<file path="config.mk">
export PLATFORM = sky130hd
export DESIGN_NAME = fifo_arbmod
export DESIGN_NICKNAME = d
export VERILOG_FILES = /design/src/rtl/fifo_arbmod.sv
export SDC_FILE = /design/constraint.sdc
export NUM_CORES = 1
export LEC_CHECK = 0
export CAP_MARGIN = 30
export CORE_UTILIZATION = 32
export DETAILED_ROUTE_END_ITERATION = 8
export PLACE_DENSITY_LB_ADDON = 0.05
export SLEW_MARGIN = 30
export SYNTH_ARGS = -nofsm -noshare
export SYNTH_HDL_FRONTEND = slang
export SYNTH_SLANG_ARGS = --single-unit
</file>
<file path="constraint.sdc">
create_clock -name CLOCK -period 2.8 [get_ports CLOCK]
set_input_delay 0.56 -clock CLOCK [delete_from_list [all_inputs] [get_ports CLOCK]]
set_output_delay 0.56 -clock CLOCK [all_outputs]
set_load 0.02 [all_outputs]
</file>
<file path="src/rtl/fifo_arbmod.sv">
// fifo_arbmod
// Write arbiter and read sequencer placed in front of a 16-deep fifo_savemod.
// Two producers share the FIFO write port under round-robin arbitration. One
// consumer reads through a request/accept handshake. FIFO iEn/iData are driven
// from registers. Occupancy is tracked locally because the FIFO flags lag the
// registered writes by one cycle.
//
// Handshake semantics:
//   - A producer raises iReq[n] and holds it, with iData_n stable, until
//     oAck[n] is high. The word is taken in the cycle where oAck[n]=1.
//   - The consumer raises iRdReq. A word is accepted in any cycle where
//     oRdAck=1. Its data appears on oRdData two cycles later, with oRdValid=1.
//
// Ports:
//   CLOCK, RESET            clock (rising edge), synchronous active-high reset
//   iReq, iData0, iData1    producer requests and write data
//   oAck                    one-cycle grant pulse per producer (combinational)
//   iRdReq, oRdAck          consumer read request / accept (combinational)
//   oRdData, oRdValid       read data (= iFifoData) and its valid strobe
//   oEn, oFifoData          registered FIFO iEn ([1] write, [0] read) / iData
//   iFifoData, iTag         FIFO oData / oTag ([1] full, [0] empty)
//   oCount                  local occupancy, 0..DEPTH
//   oErr                    sticky overflow/underflow indication
//
// FIFO_ARB_FIXPRIO_EN selects fixed-priority arbitration with requester 0
// first and no pointer state.
module fifo_arbmod #(
    parameter  int DATA_W = 8,
    parameter  int DEPTH  = 16,
    localparam int CNT_W  = $clog2(DEPTH) + 1
) (
    input  logic              CLOCK,
    input  logic              RESET,
    input  logic [1:0]        iReq,
    input  logic [DATA_W-1:0] iData0,
    input  logic [DATA_W-1:0] iData1,
    output logic [1:0]        oAck,
    input  logic              iRdReq,
    output logic              oRdAck,
    output logic [DATA_W-1:0] oRdData,
    output logic              oRdValid,
    output logic [1:0]        oEn,
    output logic [DATA_W-1:0] oFifoData,
    input  logic [DATA_W-1:0] iFifoData,
    input  logic [1:0]        iTag,
    output logic [CNT_W-1:0]  oCount,
    output logic              oErr
);

    logic [1:0]        grant;
    logic              rdAck;
    logic              notFull;
    logic              notEmpty;
    logic [DATA_W-1:0] grantData;

    assign notFull  = (oCount != CNT_W'(DEPTH));
    assign notEmpty = (oCount != '0);

`ifdef FIFO_ARB_FIXPRIO_EN
    // Fixed priority: producer 0 always wins. There is no arbitration state.
    always_comb begin
        grant = 2'b00;
        if (!RESET && notFull) begin
            if (iReq[0]) begin
                grant = 2'b01;
            end else if (iReq[1]) begin
                grant = 2'b10;
            end
        end
    end
`else
    // Round-robin pointer: rr names the preferred requester when both request.
    logic rr;
    logic rrNext;

    // Pointer register.
    always_ff @(posedge CLOCK) begin
        if (RESET) begin
            rr <= 1'b0;
        end else begin
            rr <= rrNext;
        end
    end

    // Next pointer: after any grant, prefer the requester that was not served.
    always_comb begin
        rrNext = rr;
        if (grant != 2'b00) begin
            rrNext = grant[0];
        end
    end

    // Grant decode.
    always_comb begin
        grant = 2'b00;
        if (!RESET && notFull) begin
            case (iReq)
                2'b11:   grant = rr ? 2'b10 : 2'b01;
                default: grant = iReq;
            endcase
        end
    end
`endif

    // A read is never accepted at count 0, even with a write granted in the same
    // cycle. That word only reaches the RAM one edge later.
    assign rdAck     = !RESET && iRdReq && notEmpty;
    assign oAck      = grant;
    assign oRdAck    = rdAck;
    assign oRdData   = iFifoData;
    assign grantData = grant[1] ? iData1 : iData0;

    // FIFO drive, read-valid pipeline (oEn[0] is its first stage) and occupancy.
    always_ff @(posedge CLOCK) begin
        if (RESET) begin
            oEn       <= 2'b00;
            oFifoData <= '0;
            oRdValid  <= 1'b0;
            oCount    <= '0;
        end else begin
            oEn      <= {grant != 2'b00, rdAck};
            oRdValid <= oEn[0];
            if (grant != 2'b00) begin
                oFifoData <= grantData;
            end
            case ({grant != 2'b00, rdAck})
                2'b10:   oCount <= oCount + CNT_W'(1);
                2'b01:   oCount <= oCount - CNT_W'(1);
                default: oCount <= oCount;
            endcase
        end
    end

    // Sticky error: a write issued into a full FIFO or a read from an empty one.
    always_ff @(posedge CLOCK) begin
        if (RESET) begin
            oErr <= 1'b0;
        end else if ((oEn[1] && iTag[1]) || (oEn[0] && iTag[0])) begin
            oErr <= 1'b1;
        end
    end

endmodule

</file>
==> flow_summary.json <==
{
  "ys_sh_mux": 0.0230,
  "wl_met1_mm": 1.16,
  "grt_max_degree": 19,
  "grt_setup_unrepaired": "no",
  "p_seq_uw": 314,
  "p_leak_uw": 0.000662,
  "ant_nets": 0,
  "seq_cells": 18,
  "dp_hpwl_mm": 1.90,
  "met2_usage": 0.267,
  "switching_share": 0.348,
  "clkCellAreaFrac": 0.0170,
  "clock_latency_ns": 0.29,
  "diodes": 0,
  "n_clock_buffer": 4,
  "worstReg2RegStart": "oCount[1]",
  "fa_ha_area_frac": 0.0758,
  "areaGrowthSynthToFinish_pct": 67.0,
  "ys_sh_simple": 0.207,
  "path_class": "input port to flip-flop",
  "whs_path_depth": 2,
  "startpoint": "iReq[0]",
  "area_leaders": "dfxtp_1, nor2_1, buf_4",
  "p_int_uw": 568,
  "status": "finished clean",
  "power.group.top": "combinational logic"
}
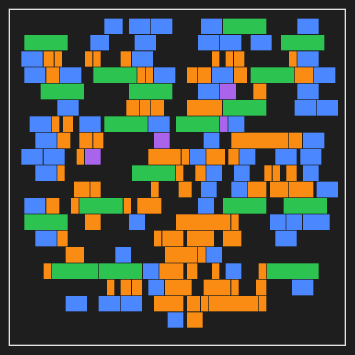
*Cell classes on the final placement, run 1*
(6 px per um)
| color | class | cells | share of their area |
|---|---|---|---|
| green | registers | 18 | 24% |
| purple | clock drivers and dummy loads | 4 | 1.7% |
| blue | remaining buffers and delay cells | 61 | 37% |
| orange | remaining logic cells | 79 | 37% |
core area: 2760 sq um
Finished Cell Area: 1540 sq um

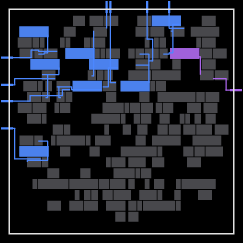
*Port wiring, run 1*
(4 px per um)
| color | port | direction | end cells | buffers | wire |
|---|---|---|---|---|---|
| blue | oFifoData | output | 8 | 8 | 196 um |
| purple | oRdValid | output | 1 | 1 | 12.3 um |
Top Ports: 59
port buffer count: 42

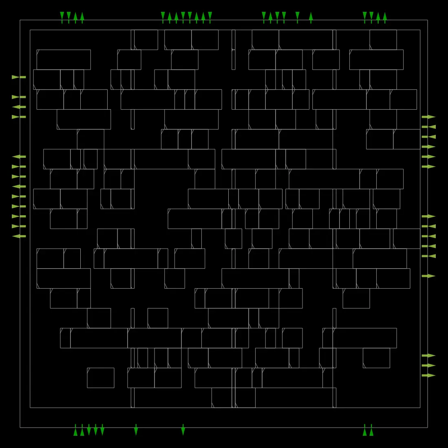
*Cell placement, run 1*
Fillers: 240
final cell count without fillers: 193
FP Rows: 19

